==> images/congestion.png <==
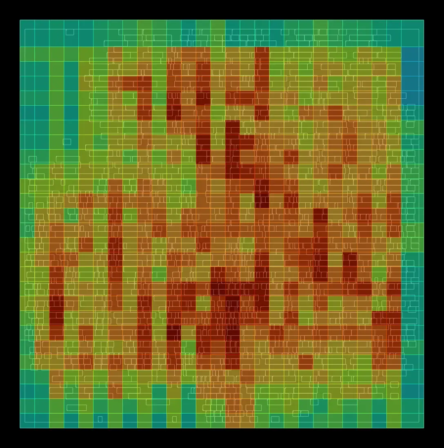
==> images/clk_routes.png <==
Drawn at 2 px/um.
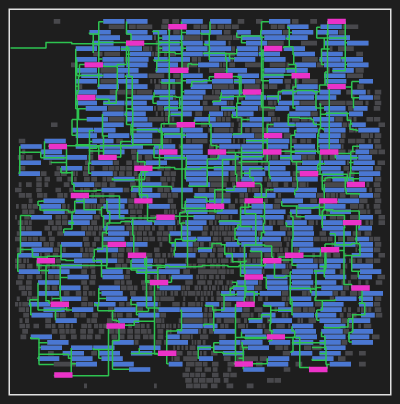
==> images/metal_density.png <==
Drawn at 2 px/um. The die is cut into 38 by 38 equal tiles; white is low, dark blue is high, scaled to the fullest tile. Values are wire area over tile area, all layers added.
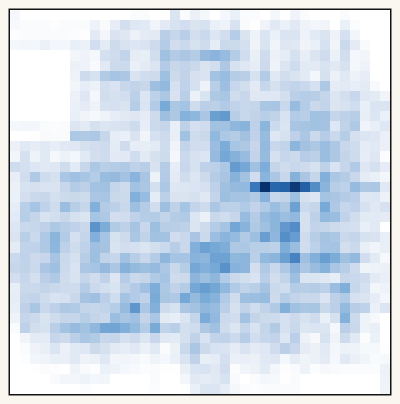
==> config.mk <==
export PLATFORM = sky130hd
export DESIGN_NAME = rs_wakeup
export DESIGN_NICKNAME = d
export VERILOG_FILES = /design/src/rtl/rs_pkg.sv /design/src/rtl/rs_entry.sv /design/src/rtl/rs_wakeup.sv
export SDC_FILE = /design/constraint.sdc
export NUM_CORES = 1
export LEC_CHECK = 0
export CORE_AREA = 2 2 188 190
export DETAILED_ROUTE_END_ITERATION = 6
export DIE_AREA = 0 0 190 192
export GPL_TIMING_DRIVEN = 0
export PLACE_DENSITY = 0.79
export SYNTH_ARGS = -nofsm -noshare
export SYNTH_HDL_FRONTEND = slang
export SYNTH_SLANG_ARGS = --single-unit
==> constraint.sdc <==
create_clock -name clk -period 9.9 [get_ports clk]
set_input_delay 2.475 -clock clk [delete_from_list [all_inputs] [get_ports clk]]
set_output_delay 2.475 -clock clk [all_outputs]
set_load 0.05 [all_outputs]
==> summary.txt <==
run metrics: Layout non-clock buf frac 0.0831, wire length per cell after detailed routing 25.7 um, Final Cycle Share 0.576, instance count after placement with tap cells included 1900, FP Rows 68, Final Hold Fails 0, top cell types by occurrence after synthesis sky130_fd_sc_hd__edfxtp_1 (416), sky130_fd_sc_hd__xnor2_1 (110), sky130_fd_sc_hd__xor2_1 (109), sky130_fd_sc_hd__a21oi_1 (59), sky130_fd_sc_hd__dfxtp_1 (51), most common cell in the synthesized netlist sky130_fd_sc_hd__edfxtp_1, critical-path cell with the highest stage delay sky130_fd_sc_hd__clkdlybuf4s50_1, endpoint required time on the critical path 10.39 ns, Multi-Input Combinational 742, fraction of standard cell area that is sequential 0.570, largest power group sequential cells, met1 wire length 19.3 mm, number of nets in the synthesized netlist 1385, relative slew slack 0.0943, number of maximum-capacitance violations 0, distinct cell type count after synthesis 57, post-synthesis sequential area ratio 0.674, cells traversed along the worst timing path clkdlybuf4s50_1 -> nor2_1 -> a31o_2 -> or3_4 -> nor2_4 -> buf_6 -> inv_2 -> ha_1 -> inv_1 -> ha_1 -> a21o_1 -> a21oi_1 -> xnor2_1 -> or3_1 -> a21oi_1, count of flip-flops with a built-in enable after synthesis 416, outcome completed
About congestion.png:
peak-usage layer in the global routing report: met2
met1 usage in global routing: 0.364
Overall Global Routing Usage: 0.285
GR Layer Usage met2: 0.478

About clk_routes.png:
clock wires: drawn in green, length 4930 um. flip-flops: drawn in blue, count 467. clock drivers: drawn in magenta, count 47.
Position of the flops: all over the die.
clock network power consumption: 1.78 mW
Clock Skews: 0.0178 ns
clk ins delay skew pair: 0.57 ns

About metal_density.png:
2.6% of the tiles are over half the peak. The fullest tile reaches 1.1. The emptiest ninth of the die: top left. The mean over all tiles is 0.24. 11% of the tiles are nearly empty.
total via count in the routed design: 12.5k
post-detailed-routing wire length: 51.2 mm

Power figures rest on the tool's default switching activity, not on a simulated workload.
